Figure 1. Floorplan with the power grid.
Bar = 20 microns. Pins as bars on the die edge. Tap cells in grey.
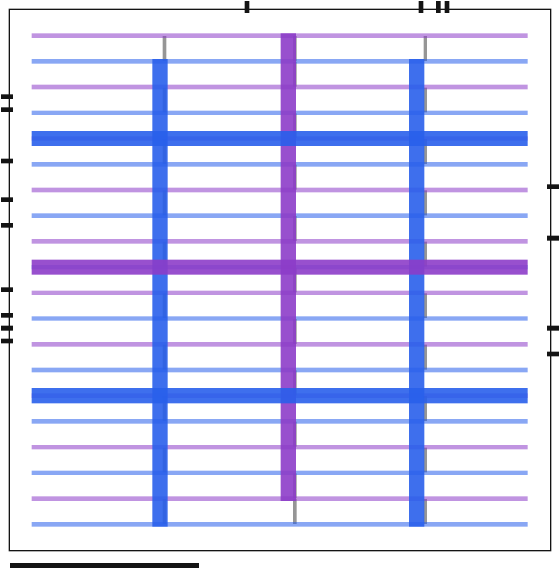
Figure 2. Placed cells, one colour a class.
Bar = 20 microns.
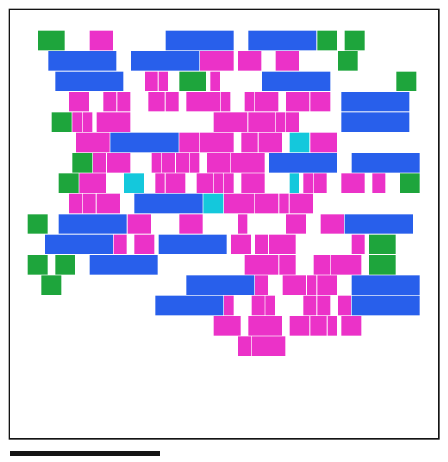
Figure 3. Routed clock nets over the placement.
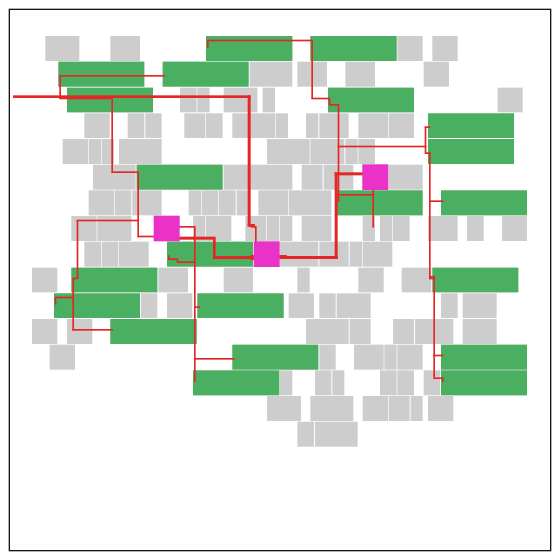
==> src/rtl/gate_test_pkg.sv <==
// Shared types and constants for the gate test sequencer.
package gate_test_pkg;

    // Sequencer FSM states
    typedef enum logic [2:0] {
        ST_IDLE,
        ST_APPLY,
        ST_SETTLE,
        ST_SAMPLE,
        ST_DONE
    } state_t;

    localparam int unsigned NUM_VECTORS = 4;

    // Expected truth tables, indexed by {b,a}
    localparam logic [3:0] TRUTH_AND = 4'b1000;
    localparam logic [3:0] TRUTH_OR  = 4'b1110;
    localparam logic [3:0] TRUTH_XOR = 4'b0110;

endpackage

==> src/rtl/gate_settle_timer.sv <==
// Loadable down-counter timing the settle window after a vector is applied.
module gate_settle_timer #(
    parameter int unsigned WIDTH = 4
) (
    input  logic             clk,
    input  logic             rst_n,
    input  logic             load,
    input  logic [WIDTH-1:0] load_val,
    input  logic             en,
    output logic             expired
);

    logic [WIDTH-1:0] count;

    // Load on request, otherwise count down while enabled, stopping at zero
    always_ff @(posedge clk or negedge rst_n) begin
        if (!rst_n) begin
            count <= '0;
        end else if (load) begin
            count <= load_val;
        end else if (en && (count != '0)) begin
            count <= count - WIDTH'(1);
        end
    end

    // Expired marks the final settle cycle (count at 1 or already drained)
    always_comb begin
        expired = (count <= WIDTH'(1));
    end

endmodule

==> src/rtl/gate_test_sequencer.sv <==
// Applies the four input vectors to a 2-input gate, samples its output and
// records mismatches against the expected truth table.
module gate_test_sequencer
    import gate_test_pkg::*;
#(
    parameter int unsigned SETTLE_CYCLES = 1,
    parameter logic [3:0]  TRUTH         = TRUTH_AND
) (
    input  logic       clk,
    input  logic       rst_n,
    input  logic       start,
    input  logic       abort,
    input  logic       dut_s,
    output logic       a,
    output logic       b,
    output logic       busy,
    output logic       done,
    output logic       pass,
    output logic [2:0] err_count,
    output logic [3:0] fail_vec
);

    state_t     state;
    logic [1:0] vec;
    logic [1:0] vec_inc;
    logic       mismatch;
    logic [2:0] err_nxt;
    logic [3:0] fail_nxt;
    logic       timer_load;
    logic       timer_en;
    logic       settle_expired;

    // Timer is loaded on the APPLY cycle and runs through SETTLE
    always_comb begin
        timer_load = (state == ST_APPLY) && !abort;
        timer_en   = (state == ST_SETTLE);
    end

    gate_settle_timer #(
        .WIDTH (4)
    ) u_timer (
        .clk      (clk),
        .rst_n    (rst_n),
        .load     (timer_load),
        .load_val (4'(SETTLE_CYCLES)),
        .en       (timer_en),
        .expired  (settle_expired)
    );

    // Result updates for the vector currently being sampled
    always_comb begin
        vec_inc  = vec + 2'd1;
        mismatch = (dut_s != TRUTH[vec]);
        err_nxt  = err_count + {2'b00, mismatch};
        fail_nxt = fail_vec;
        if (mismatch) begin
            fail_nxt[vec] = 1'b1;
        end
    end

    // Sequencer FSM with registered outputs; abort overrides any busy-state
    // transition, and a/b are loaded on entry to APPLY so they are valid for
    // the whole vector window.
    always_ff @(posedge clk or negedge rst_n) begin
        if (!rst_n) begin
            state     <= ST_IDLE;
            vec       <= '0;
            a         <= 1'b0;
            b         <= 1'b0;
            busy      <= 1'b0;
            done      <= 1'b0;
            pass      <= 1'b0;
            err_count <= '0;
            fail_vec  <= '0;
        end else begin
            case (state)
                ST_IDLE, ST_DONE: begin
                    if (start) begin
                        state     <= ST_APPLY;
                        vec       <= '0;
                        a         <= 1'b0;
                        b         <= 1'b0;
                        busy      <= 1'b1;
                        done      <= 1'b0;
                        pass      <= 1'b0;
                        err_count <= '0;
                        fail_vec  <= '0;
                    end
                end
                ST_APPLY, ST_SETTLE, ST_SAMPLE: begin
                    if (abort) begin
                        state <= ST_IDLE;
                        a     <= 1'b0;
                        b     <= 1'b0;
                        busy  <= 1'b0;
                        done  <= 1'b0;
                        pass  <= 1'b0;
                    end else if (state == ST_APPLY) begin
                        state <= ST_SETTLE;
                    end else if (state == ST_SETTLE) begin
                        if (settle_expired) begin
                            state <= ST_SAMPLE;
                        end
                    end else begin
                        err_count <= err_nxt;
                        fail_vec  <= fail_nxt;
                        if (vec == 2'(NUM_VECTORS - 1)) begin
                            state <= ST_DONE;
                            a     <= 1'b0;
                            b     <= 1'b0;
                            busy  <= 1'b0;
                            done  <= 1'b1;
                            pass  <= (err_nxt == '0);
                        end else begin
                            state <= ST_APPLY;
                            vec   <= vec_inc;
                            a     <= vec_inc[0];
                            b     <= vec_inc[1];
                        end
                    end
                end
                default: begin
                    state <= ST_IDLE;
                    a     <= 1'b0;
                    b     <= 1'b0;
                    busy  <= 1'b0;
                    done  <= 1'b0;
                    pass  <= 1'b0;
                end
            endcase
        end
    end

endmodule

==> config.mk <==
export PLATFORM = sky130hd
export DESIGN_NAME = gate_test_sequencer
export DESIGN_NICKNAME = d
export VERILOG_FILES = /design/src/rtl/gate_test_pkg.sv /design/src/rtl/gate_settle_timer.sv /design/src/rtl/gate_test_sequencer.sv
export SDC_FILE = /design/constraint.sdc
export NUM_CORES = 1
export LEC_CHECK = 0
export CAP_MARGIN = 20
export CORE_MARGIN = 2
export CORE_UTILIZATION = 42
export DETAILED_ROUTE_END_ITERATION = 10
export PLACE_DENSITY = 0.74
export SLEW_MARGIN = 10
export SYNTH_ARGS = -nofsm -noshare
export SYNTH_HDL_FRONTEND = slang
export SYNTH_SLANG_ARGS = --single-unit
==> constraint.sdc <==
create_clock -name clk -period 3 [get_ports clk]
set_input_delay 0.45 -clock clk [delete_from_list [all_inputs] [get_ports clk]]
set_output_delay 0.45 -clock clk [all_outputs]
set_load 0.1 [all_outputs]
==> flow_metrics.py <==
# Generated from Yosys and OpenROAD reports
metrics = {
    "route": {
        "drt-total-wl_microns": 2390,
        "drt_first_pass_iters": 4,
        "vias": 927,
        "wire_per_inst_microns": 14.8,
        "viasPerCell": 5.72,
        "drc": 0,
        "drt_iter0_markers": 45,
        "antenna_left": 0,
    },
    "global_route": {
        "grt_pass1_wl_microns": 4000,
        "grt_pass1_vias": 900,
        "antenna_found_initial": 0,
        "grt_max_degree": 22,
        "grt_overflow": 0,
        "grt.total_usage_pct": 15.6,
    },
    "sta": {
        "maxSlewViolCount": 0,
        "slew_headroom_pct": 39.5,
        "skew_ns": 0.00122,
        "rsz0062_at_grt": "no",
        "fmax_mhz": 520,
        "finalSetupTns_ns": 0,
        "fin_crit_sh_pct": 64.1,
        "fin_crit_ns": 1.92,
        "hold_violations": 0,
        "setup_violations": 0,
        "worst_pin_slew_ns": 0.904,
    },
    "die": {
        "io_pins": 17,
        "die_area_sq_um": 3260,
        "initial_utilization_pct": 43.7,
        "placementRows": 19,
    },
    "logic_synthesis": {
        "syn_area_per_cell_sq_um": 10.3,
        "flop_cell": "dfrtp_1",
        "synth.distinct_cells": 37,
        "synth_chip_area_sq_um": 1180,
        "synth.yosys.warnings": 0,
        "netlist_area_sq_um": 1180,
        "yosysSeqAreaShare_pct": 44.4,
        "syn_inst": 115,
        "ys_cells": 115,
        "edf_count": 0,
        "synth_flops": 21,
        "synth-async-reset-ratio_pct": 100,
        "fp_nets": 129,
    },
    "worst_setup_path": {
        "worst_setup_path_start_kind": "flip-flop",
        "worstPathMaxFanout": 7,
        "crit_required_ns": 3.21,
        "r2r-start": "vec[0]$_DFFE_PN0P_",
        "critPathKind": "flip-flop to flip-flop",
        "rr_worst_depth": 7,
        "regToRegEndpoint": "pass$_DFFE_PN0P_",
        "arrival_ns": 2.13,
        "r2r_slack_ns": 1.08,
        "cp-end-kind": "flip-flop",
    },
    "status": {
        "status": "completed",
    },
    "clock_network": {
        "ctsLongestPathBuffers": 2,
        "clkTransAtPathRegs_ns": 0.11,
        "cts_tree": "built",
        "cts_max_level": 1,
        "cts_setup_buffers": 0,
        "cts_resized": 0,
        "clock-sinks": 21,
        "numCtsBuffers": 3,
        "root_buffer": "clkbuf_4",
        "cts-hold-fix-buffers": 0,
        "clk-insertion-delay-late_ns": 0.31,
    },
    "job": {
        "log.warning_count": 31,
        "maxCapViolCount": 0,
    },
    "placed_design": {
        "globalplace.congestion": 0.793,
        "dp.cells": 158,
        "io_buffers": 16,
        "hpwlAfterDp_microns": 1800,
        "postPlaceCellArea_sq_um": 1330,
    },
    "cells_and_area": {
        "nNetsFinal": 146,
        "syn_to_final_growth_pct": 14.5,
        "drive_above_1_share_pct": 18.3,
        "n_antenna_cell": 0,
        "fin_area_sq_um": 1360,
        "layoutNonFillerInstCount": 162,
        "fillers": 251,
    },
    "min_path": {
        "hold_start": "fail_vec[2]$_DFFE_PN0P_",
        "hold_path_class": "flip-flop to flip-flop",
        "holdPathStages": 1,
        "hold_end": "fail_vec[2]$_DFFE_PN0P_",
    },
    "power": {
        "power_density_nw_per_um2": 849,
        "power_uw": 1150,
        "p_leak_uw": 0.000643,
    },
}
Notes on Figure 1 above:
[VDD] purple
[VSS] blue
met1 rails: 20
met5 straps: 3
worst ir drop on vdd: 0.593 mV
die y size: 57.1 microns
Die X: 57.1 microns
core area: 2710 sq um

Notes on Figure 2 above:
[flip-flops] blue | cells: 21 | share of their area: 40%
[clock drivers and dummy loads] cyan | cells: 4 | share of their area: 2.0%
[other buffers and delay cells] green | cells: 16 | share of their area: 9.9%
[all other logic] magenta | cells: 90 | share of their area: 48%

Notes on Figure 3 above:
[cells driving clock nets] magenta | count: 3
[clock wires] red | length: 253 microns
[flip-flops] green | count: 21
routed clock nets: 4
Clock group: 137 uW
Clock Power Share: 11.9%

-- state kept, by name, summed over array words and instances, names as in the netlist --
name and cells:
fail_vec 4, u_timer.count 4, err_count 3, state 3, vec 2, a 1
b 1, busy 1, done 1, pass 1
-- Yosys cell counts (2+ instances only) --
cell      count  share of area (%)
dfrtp_1      21                 44
ha_1          9                9.5
nor2_1        8                2.5
inv_1         7                2.2
o21ai_0       7                3.0
a22o_1        6                4.4
a21oi_1       5                2.1
nand3_1       5                2.1
mux2i_1       4                3.4
nand2_1       4                1.3
nor3_1        4                1.7
nor3b_1       4                2.5
or3b_2        3                2.2
and3_1        2                1.1
clkbuf_1      2               0.63
nand2b_1      2                1.1
xor2_1        2                1.5
-- report_power, final --
group          total (uW)  internal, uW  switching [uW]
clock                 137          52.0            84.8
combinational         564           201             363
sequential            451           346             105
total                1150           599             553
-- placed cells by master, fill, tap and decap left out, drive strengths merged, types with 5 or more instances in the layout --
master	synthesis	final
ha	9	9
nor3b	5	5
a22o	6	6
nand3	5	5
o21ai	7	7
buf	2	12
a21oi	5	5
inv	7	7
dfrtp	21	21
nor2	8	8
-- through the flow --
stage	hold slack, ns	setup slack (ns)	utilization [%]
final	0.518	1.08	50.0
after CTS	0.517	1.07	50.0
after floorplan	0.154	1.11	-
after global placement	0.489	0.953	49.1
after detailed placement	0.479	0.914	49.1
after global routing	0.530	0.897	50.0
-- worst max path at each step --
stage	start	to	slack (ns)
after global routing	vec[0]$_DFFE_PN0P_	pass$_DFFE_PN0P_	0.90
after detailed placement	start	pass$_DFFE_PN0P_	0.91
after CTS	vec[0]$_DFFE_PN0P_	pass$_DFFE_PN0P_	1.07
final	vec[0]$_DFFE_PN0P_	pass$_DFFE_PN0P_	1.08
after floorplan	err_count[0]$_DFFE_PN0P_	pass$_DFFE_PN0P_	1.11
after global placement	start	pass$_DFFE_PN0P_	0.95
-- layer usage --
layer | up-vias | GRT usage (%) | wire length (microns)
li1 | 451 | - | -
met1 | 450 | 22.2 | 1200
met2 | 22 | 23.3 | 1040
met3 | 4 | 5.44 | 128
met4 | 0 | 3.32 | 22
met5 | - | 0 | 0
-- area by class of cell --
type	count	area [sq um]	area share [%]
inverter	7	26.3	1.94
timing repair buffer	16	130	9.59
tap	31	38.8	2.86
sequential	21	526	38.7
multi-input combinational	83	609	44.9
clock buffer	4	26.3	1.94
-- critical path, stage by stage, from the launching register on --
cell     delay (ns)
dfrtp_1        0.46
ha_1           0.30
xor2_1         0.24
ha_1           0.19
ha_1           0.21
xor2_1         0.18
nor3_1         0.06
a22o_1         0.19
-- logic make-up after synthesis --
family | Yosys count | synth area share [%]
and+or+nand+nor | 40 | 20.4
AOI/OAI and AO/OA | 27 | 15.9
DFF | 21 | 44.4
buffers and inverters | 11 | 4.22
adders and majority gates | 9 | 9.50
muxes | 4 | 3.38
xor gates and xnor gates | 3 | 2.22
Power figures rest on the tool's default switching activity, not on a simulated workload.
